==> run_1/clocks.png <==
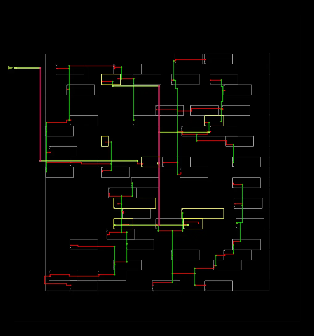
==> run_1/layer_met3.png <==
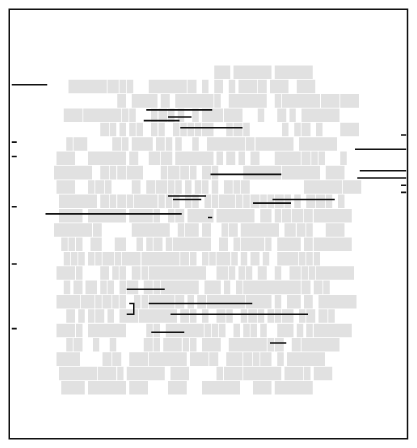
==> run_1/detail.png <==
Region (18, 21) to (58, 61) um. Cells in gray, sequential cells in the stronger gray; small squares are vias.
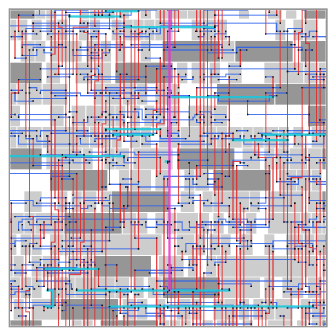
[src/rtl/conv_pkg.sv]
// Shared types and constants for the Sobel window controller.
// The kernel-select encoding matches what the convolution datapath expects.
package conv_pkg;

   typedef enum logic [1:0] {
      IDLE      = 2'd0,
      ACTIVE    = 2'd1,
      WAIT_FEND = 2'd2
   } ctrl_state_t;

   localparam int DEF_IMG_WIDTH  = 640;
   localparam int DEF_IMG_HEIGHT = 480;

   localparam logic KERNEL_VERT = 1'b1;
   localparam logic KERNEL_HOR  = 1'b0;

endpackage

[src/rtl/conv_pos_counter.sv]
// Raster position counter: column wraps into the next row, and o_last flags
// the final pixel of the frame so the controller can close it out.
module conv_pos_counter
   import conv_pkg::*;
#(
   parameter int IMG_WIDTH  = DEF_IMG_WIDTH,
   parameter int IMG_HEIGHT = DEF_IMG_HEIGHT,
   parameter int COL_W      = $clog2(IMG_WIDTH),
   parameter int ROW_W      = $clog2(IMG_HEIGHT)
) (
   input  logic             i_clk,
   input  logic             i_rst,
   input  logic             i_clear,
   input  logic             i_advance,
   output logic [COL_W-1:0] o_col,
   output logic [ROW_W-1:0] o_row,
   output logic             o_last
);

   localparam logic [COL_W-1:0] LAST_COL = COL_W'(IMG_WIDTH - 1);
   localparam logic [ROW_W-1:0] LAST_ROW = ROW_W'(IMG_HEIGHT - 1);

   logic [COL_W-1:0] r_col;
   logic [ROW_W-1:0] r_row;
   logic             w_col_wrap;

   assign w_col_wrap = (r_col == LAST_COL);

   always_ff @(posedge i_clk) begin
      if (i_rst || i_clear) begin
         r_col <= '0;
         r_row <= '0;
      end else if (i_advance) begin
         if (w_col_wrap) begin
            r_col <= '0;
            r_row <= (r_row == LAST_ROW) ? '0 : r_row + 1'b1;
         end else begin
            r_col <= r_col + 1'b1;
         end
      end
   end

   assign o_col  = r_col;
   assign o_row  = r_row;
   assign o_last = w_col_wrap && (r_row == LAST_ROW);

endmodule

[src/rtl/conv_window_ctrl.sv]
// Frame sequencing for the 3x3 Sobel datapath: tracks pixel position, flags
// interior windows and reports frame completion / framing errors, all 1 cycle late.
module conv_window_ctrl
   import conv_pkg::*;
#(
   parameter int IMG_WIDTH  = DEF_IMG_WIDTH,
   parameter int IMG_HEIGHT = DEF_IMG_HEIGHT,
   parameter int COL_W      = $clog2(IMG_WIDTH),
   parameter int ROW_W      = $clog2(IMG_HEIGHT)
) (
   input  logic             iCLK,
   input  logic             iRST,
   input  logic             iFVAL,
   input  logic             iDVAL,
   input  logic             iMODE_REQ,
   output logic             oVERTICAL,
   output logic             oWIN_VALID,
   output logic [COL_W-1:0] oCOL,
   output logic [ROW_W-1:0] oROW,
   output logic             oFRAME_DONE,
   output logic             oFRAME_ERR
);

   ctrl_state_t      r_state;
   logic             r_fval_d;
   logic             r_vertical;
   logic             r_win_valid;
   logic [COL_W-1:0] r_col;
   logic [ROW_W-1:0] r_row;
   logic             r_done;
   logic             r_err;

   logic [COL_W-1:0] w_col;
   logic [ROW_W-1:0] w_row;
   logic             w_last;
   logic             w_fval_rise;
   logic             w_start;
   logic             w_accept;

   assign w_fval_rise = iFVAL && !r_fval_d;
   assign w_start     = (r_state == IDLE) && w_fval_rise;
   // The final pixel is still taken when iFVAL drops with it; any other pixel
   // arriving with iFVAL low is treated as a short frame instead.
   assign w_accept    = (r_state == ACTIVE) && iDVAL && (iFVAL || w_last);

   conv_pos_counter #(
      .IMG_WIDTH (IMG_WIDTH),
      .IMG_HEIGHT(IMG_HEIGHT),
      .COL_W     (COL_W),
      .ROW_W     (ROW_W)
   ) u_pos (
      .i_clk    (iCLK),
      .i_rst    (iRST),
      .i_clear  (w_start),
      .i_advance(w_accept),
      .o_col    (w_col),
      .o_row    (w_row),
      .o_last   (w_last)
   );

   // Edge register resets high so a frame already running at reset release is skipped.
   always_ff @(posedge iCLK) begin
      if (iRST) begin
         r_state     <= IDLE;
         r_fval_d    <= 1'b1;
         r_vertical  <= KERNEL_HOR;
         r_win_valid <= 1'b0;
         r_col       <= '0;
         r_row       <= '0;
         r_done      <= 1'b0;
         r_err       <= 1'b0;
      end else begin
         r_fval_d    <= iFVAL;
         r_win_valid <= 1'b0;
         r_done      <= 1'b0;
         r_err       <= 1'b0;
         case (r_state)
            IDLE: begin
               if (w_start) begin
                  r_vertical <= iMODE_REQ ? KERNEL_VERT : KERNEL_HOR;
                  r_state    <= ACTIVE;
               end
            end
            ACTIVE: begin
               if (w_accept) begin
                  r_col       <= w_col;
                  r_row       <= w_row;
                  r_win_valid <= (w_col >= COL_W'(2)) && (w_row >= ROW_W'(2));
                  if (w_last) begin
                     r_done  <= 1'b1;
                     r_state <= iFVAL ? WAIT_FEND : IDLE;
                  end
               end else if (!iFVAL) begin
                  r_err   <= 1'b1;
                  r_state <= IDLE;
               end
            end
            WAIT_FEND: begin
               if (iDVAL) begin
                  r_err <= 1'b1;
               end
               if (!iFVAL) begin
                  r_state <= IDLE;
               end
            end
            default: r_state <= IDLE;
         endcase
      end
   end

   assign oVERTICAL   = r_vertical;
   assign oWIN_VALID  = r_win_valid;
   assign oCOL        = r_col;
   assign oROW        = r_row;
   assign oFRAME_DONE = r_done;
   assign oFRAME_ERR  = r_err;

endmodule

[config.mk]
export PLATFORM = sky130hd
export DESIGN_NAME = conv_window_ctrl
export DESIGN_NICKNAME = d
export VERILOG_FILES = /design/src/rtl/conv_pkg.sv /design/src/rtl/conv_pos_counter.sv /design/src/rtl/conv_window_ctrl.sv
export SDC_FILE = /design/constraint.sdc
export NUM_CORES = 1
export LEC_CHECK = 0
export ABC_AREA = 1
export CORE_ASPECT_RATIO = 1.1
export CORE_MARGIN = 8
export CORE_UTILIZATION = 59
export CTS_CLUSTER_DIAMETER = 80
export DETAILED_ROUTE_END_ITERATION = 8
export GPL_ROUTABILITY_DRIVEN = 0
export PLACE_DENSITY = 0.87
export SLEW_MARGIN = 20
export SYNTH_ARGS = -nofsm -noshare
export SYNTH_HDL_FRONTEND = slang
export SYNTH_SLANG_ARGS = --single-unit
export TNS_END_PERCENT = 5
[constraint.sdc]
create_clock -name iCLK -period 3.7 [get_ports iCLK]
set_input_delay 0.925 -clock iCLK [delete_from_list [all_inputs] [get_ports iCLK]]
set_output_delay 0.925 -clock iCLK [all_outputs]
set_load 0.005 [all_outputs]
==> Slide: Implementation Results, run 1 <==
Run Summary

Status
  • Status: finished clean

Power
  • Sw frac: 0.226
  • P per Cell Area: 377 nW/um^2
  • Int Power: 0.784 mW

Die
  • Core Footprint: 3680 um^2
  • Tap Count: 50
  • Cell Rows: 23
  • Die width: 75.2 um
  • Initial Utilization: 0.618
  • Chip Footprint: 6110 um^2

GRT
  • Grt ovf: 0
  • Global-route wire length before repair: 8870 um
  • Largest net degree at the start of global routing: 40
  • Met2 GRT Util: 0.320
  • GRT Overall Usage: 0.182

Placed design
  • DP HPWL: 3490 um

Clock tree
  • H-Tree Depth: 2
  • Clock latency on the worst-skew pair: 0.30 ns
  • Clock slew at reported path FFs: 0.09 ns
  • Bufs on Longest Clock Path: 2
  • Clock root buffer master: clkbuf_8

Worst setup path
  • WP data arrival: 2.73 ns
  • Worst stage delay on the critical path: 0.49 ns
  • Worst path bufs/invs: 4
  • Critical Path Fanout Max: 39
  • Worst r2r path cells: 10
  • Most used cell, CP: inv_1
  • WS Path Type: in -> reg
  • Startpoint Class: input pin

Finish
  • Area Growth Syn to Fin: 18.0%
  • Nets: 363
  • Comb/total area: 0.452
  • Footprint of the multi-input gates: 1210 um^2
  • Sequential Area: 901 um^2
  • Clock Network Area Fraction: 0.0498
  • Buffer share of cell area: 0.106
  • Mi-comb count: 245
  • Repair and plain buffers: 29
  • Seq/total area: 0.335

Min path
  • Worst Hold Class: reg -> reg
  • Hold path depth: 2
  • Worst hold endpoint: oCOL[3]

Yosys
  • Distinct lib cells used: 27
  • Yosys warns: 0
  • Post-Syn Instances: 327
  • Async S/R FF share, synth: 0
  • Seq cells post-synth: 45
  • EDFF count, synth: 0
  • Yosys simple share: 0.367
  • Synth top cell by count: nand2_1
  • Mapped Area: 2280 um^2
  • Top cells, area: dfxtp_1 (40%), nand2_1 (17%), a21oi_1 (8.8%)
  • Ys flop type: dfxtp_1
  • Area leader share: 0.396
  • Top cells by count, synth: nand2_1 (105), dfxtp_1 (45), a21oi_1 (40)
  • Mux share of post-synthesis cell area: 0

Drt
  • Remaining DRCs: 0
  • Met2 wire len: 2620 um
  • DR iter-0 viols: 188

Final timing
  • Worst-margin pin slew: 0.686 ns
  • Final Max Slew Viols: 0
  • Final tally of hold violations: 0
  • Slew headroom: 0.541
  • F_max: 0.396 GHz

Flow run
  • Max-cap viol count: 0
  • Tool Warnings: 31
Back to the opening pictures, clocks.png:
registers: 45
TritonCTS Sinks: 45
CTS Buf Count: 5
clock buffer count: 5
Worst Skew: 0.00452 ns

Back to the opening pictures, layer_met3.png:
The wires run mostly horizontal. The layer holds 4.1% of the routed length. The longest straight run is 25.8 um. 24 nets have wire on it.
Routed WL: 5090 um
GRT met3 Usage: 0.0419
Vias: 2,112

Back to the opening pictures, detail.png:
metal 2: shown in red. metal 1: shown in blue. metal 4: shown in magenta. metal 3: shown in cyan.
Most frequent: nand2_1 (58), nor2_1 (23), nand3_1 (20). Sequential cells in the window: 15. Netlist names of flops here include u_pos.o_col (6), u_pos.o_row (6), oROW (3). 189 logic cells have their middle in the window.

[run 1: worst max-delay path by stage]
stage / from / end / slack [ns] / cells past startpoint
final: iFVAL / oROW[8] / 1.18 / 8
after global routing: iFVAL / oROW[8] / 1.01 / 8
after CTS: iFVAL / oROW[8] / 1.22 / 8
after detailed placement: iFVAL / oROW[8] / 0.90 / 8
after global placement: iFVAL / oROW[8] / 0.96 / 8
after floorplan: iFVAL / u_pos.o_col[0] / 1.87 / 6
[run 1: cell usage in the layout, fill, tap and decap left out, types with 5 or more instances in the layout]
cell | Yosys | final
nand2_1 | 105 | 105
nand4_1 | 6 | 6
clkdlybuf4s50_1 | 0 | 27
ha_1 | 8 | 8
dfxtp_1 | 45 | 45
inv_1 | 22 | 22
nand3_1 | 25 | 25
nor2_1 | 30 | 30
clkbuf_8 | 0 | 5
nand2_2 | 6 | 6
a21oi_1 | 40 | 40
[run 1: per-stage QoR]
stage | cells | area (um^2) | utilization | setup slack (ns)
2_1_floorplan | 327 | 2280 | - | 1.87
3_3_place_gp | 393 | 2550 | 0.693 | 0.956
3_5_place_dp | 393 | 2550 | 0.693 | 0.897
4_1_cts | 401 | 2690 | 0.729 | 1.22
5_1_grt | 401 | 2690 | 0.729 | 1.01
6_report | 401 | 2690 | 0.729 | 1.18
[run 1: power by group through the flow]
stage | clock [mW] | combinational (mW) | sequential (mW)
after floorplan | 0 | 0.0580 | 0.506
after global placement | 0 | 0.0764 | 0.507
after detailed placement | 0 | 0.0782 | 0.507
after CTS | 0.443 | 0.0786 | 0.496
after global routing | 0.465 | 0.0873 | 0.497
final | 0.439 | 0.0780 | 0.496
[run 1: registers in the layout (all words and copies together), names as in the netlist, 2 cells and up]
register and count:
oCOL 10, u_pos.o_col 10, oROW 9, u_pos.o_row 9
r_state 2
==> run_1/clk_routes.png <==
Bar = 20 um.
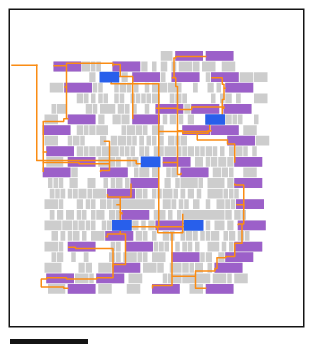

==> run 1 -> run 2 <==
--- a/config.mk
+++ b/config.mk
@@ -8,11 +8,11 @@
 export ABC_AREA = 1
 export CORE_ASPECT_RATIO = 1.1
 export CORE_MARGIN = 8
-export CORE_UTILIZATION = 59
+export CORE_UTILIZATION = 50
 export CTS_CLUSTER_DIAMETER = 80
 export DETAILED_ROUTE_END_ITERATION = 8
 export GPL_ROUTABILITY_DRIVEN = 0
-export PLACE_DENSITY = 0.87
+export PLACE_DENSITY = 0.79
 export SLEW_MARGIN = 20
 export SYNTH_ARGS = -nofsm -noshare
 export SYNTH_HDL_FRONTEND = slang
==> constraint.sdc (replaced) <==
create_clock -name iCLK -period 2.3 [get_ports iCLK]
set_input_delay 0.575 -clock iCLK [delete_from_list [all_inputs] [get_ports iCLK]]
set_output_delay 0.575 -clock iCLK [all_outputs]
set_load 0.005 [all_outputs]
==> run_2/clk_routes.png <==
Bar = 20 um.
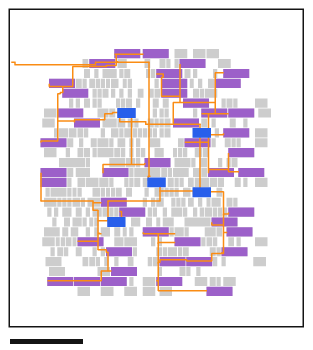
clock wires: shown in orange, length 544 um. flip-flops: shown in purple, count 45. clock drivers: shown in blue, count 5.
There are 6 routed clock nets.
Clk network pwr share: 0.345
clk pwr: 0.496 mW
Worst Skew: 0.00815 ns
clock latency on the worst-skew pair: 0.30 ns

==> run 2 against run 1 <==
Synthesized area unchanged. Clock power increased by 13%. Core utilization is 9.8 points lower. Critical path type is now reg -> reg. Highest routed layer unchanged.
==> Slide: Implementation Results, run 2 <==
Run Summary

Status
  • Status: finished clean

Die
  • Core Footprint: 4350 um^2
  • Cell Rows: 25
  • Die width: 80.3 um
  • Initial Utilization: 0.524
  • Chip Footprint: 6970 um^2

Yosys
  • Ys flop type: dfxtp_1
  • Top cells by count, synth: nand2_1 (105), dfxtp_1 (45), a21oi_1 (40)
  • Synth top cell by count: nand2_1
  • EDFF count, synth: 0
  • Top cells, area: dfxtp_1 (40%), nand2_1 (17%), a21oi_1 (8.8%)
  • Seq cells post-synth: 45
  • Post-Syn Instances: 327
  • Yosys warns: 0
  • Mapped Area: 2280 um^2
  • Area leader share: 0.396
  • Async S/R FF share, synth: 0
  • Distinct lib cells used: 27

Finish
  • Final instance count without filler cells: 414
  • Nets: 372
  • Top cell excl fill/tap: nand2_1
  • Area Growth Syn to Fin: 20.6%
  • Fin area: 2750 um^2
  • Fin util: 0.632
  • Top Layout Cells: nand2_1 (105), dfxtp_1 (45), a21oi_1 (40)

Worst setup path
  • Critical Path Sink: oROW[1]
  • Most used cell, CP: nor2_4
  • Worst stage delay on the critical path: 0.45 ns
  • Crit path depth: 10
  • Worst r2r path cells: 10
  • WP data arrival: 2.27 ns
  • Critical Path Fanout Max: 14
  • Critical Path Start: u_pos.o_row[1]
  • Worst path bufs/invs: 2
  • Startpoint Class: flip-flop
  • WS Path Type: reg -> reg

Clock tree
  • H-Tree Depth: 2
  • TritonCTS Sinks: 45
  • Clock root buffer master: clkbuf_8
  • CTS Buf Count: 5
  • Bufs on Longest Clock Path: 2
  • Clock slew at reported path FFs: 0.09 ns

Final timing
  • Worst-margin pin slew: 0.342 ns
  • Final tally of hold violations: 0
  • Slew headroom: 0.769
  • Setup Viol. Count Final: 0
  • F_max: 0.491 GHz
  • Setup ws final: 0.262 ns
  • Final Max Slew Viols: 0

Min path
  • Worst Hold Class: reg -> reg

Power
  • Highest-power group: registers
  • P per Cell Area: 523 nW/um^2
  • Int Power: 1.06 mW
  • Worst IR Drop VDD: 0.000296 V
  • Sw frac: 0.264
  • Comb power: 0.143 mW
  • Flop+latch power: 0.797 mW

Placed design
  • Inst Count DP: 406
  • Post-place setup slack: 0.158 ns
  • Instance area at placement: 2650 um^2

GRT
  • Largest net degree at the start of global routing: 28
  • Global-route wire length before repair: 8730 um
  • Grt ovf: 0
  • GRT Overall Usage: 0.155

Drt
  • Remaining DRCs: 0
  • DR iter-0 viols: 136

Flow run
  • Tool Warnings: 31
  • Max-cap viol count: 0
==> run_2/layer_met3.png <==
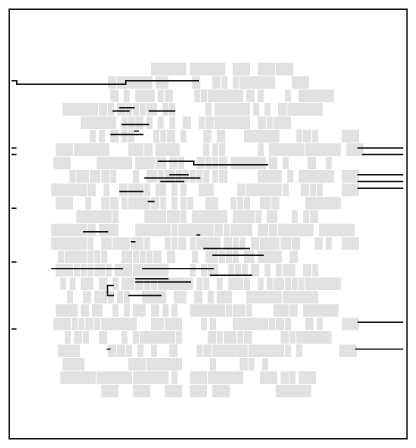
The longest straight run is 22.1 um. The layer holds 5.2% of the routed length.
Routed WL: 5110 um
GRT met3 Usage: 0.0383
Vias: 2,147

run 2: cell types whose count changed in the layout (fill, tap and decap cells not counted), sizes merged:
cell	delta
buf	+9
bufinv	-2
clkinv	-1
clkinvlp	+3
run 2: cell type report:
| type | instances | area [um^2] |
|---|---|---|
| clock inverter | 3 | 22.5 |
| sequential | 45 | 901 |
| timing repair buffer | 38 | 378 |
| inverter | 24 | 90.1 |
| tap | 54 | 67.6 |
| multi-input combinational | 245 | 1220 |
| fill | 411 | 1600 |
| clock buffer | 5 | 68.8 |
run 2: kinds of logic (layout without fill, tap and decap cells):
kind of cell             count (synthesis)  in the layout  share of synthesized area
flip-flops                              45             45                      0.396
AND-OR/OR-AND                           44             44                     0.0989
XOR/XNOR                                 6              6                     0.0231
buffers and inverters                   37             70                     0.0714
adder cells (fa/ha/maj)                  8              8                     0.0440
AND/OR/NAND/NOR                        187            187                      0.367
run 2: routing by layer:
| layer | GRT usage | routed length, um | vias up |
|---|---|---|---|
| met1 | 0.178 | 2260 | 978 |
| met3 | 0.0383 | 266 | 8 |
| met2 | 0.262 | 2490 | 56 |
| li1 | - | - | 1105 |
| met4 | 0.0679 | 93 | 0 |
| met5 | 0 | 0 | - |
run 2: what timing repair did:
item                       in CTS  in global routing
setup endpoints to repair       0                  1
resized                         0                  1
setup buffers                   0                  0
run 2: worst min-delay path by stage:
stage	from	endpoint	slack, ns	cells after the start
6_report	oCOL[6]	oCOL[6]	0.46	2
3_3_place_gp	oCOL[9]	oCOL[9]	0.45	2
5_1_grt	oROW[6]	oROW[6]	0.48	2
2_1_floorplan	oROW[2]	oROW[2]	0.45	2
3_5_place_dp	oCOL[6]	oCOL[6]	0.45	2
4_1_cts	oROW[3]	oROW[3]	0.46	2
No activity file was given, so power comes from the tool's default toggle rates.
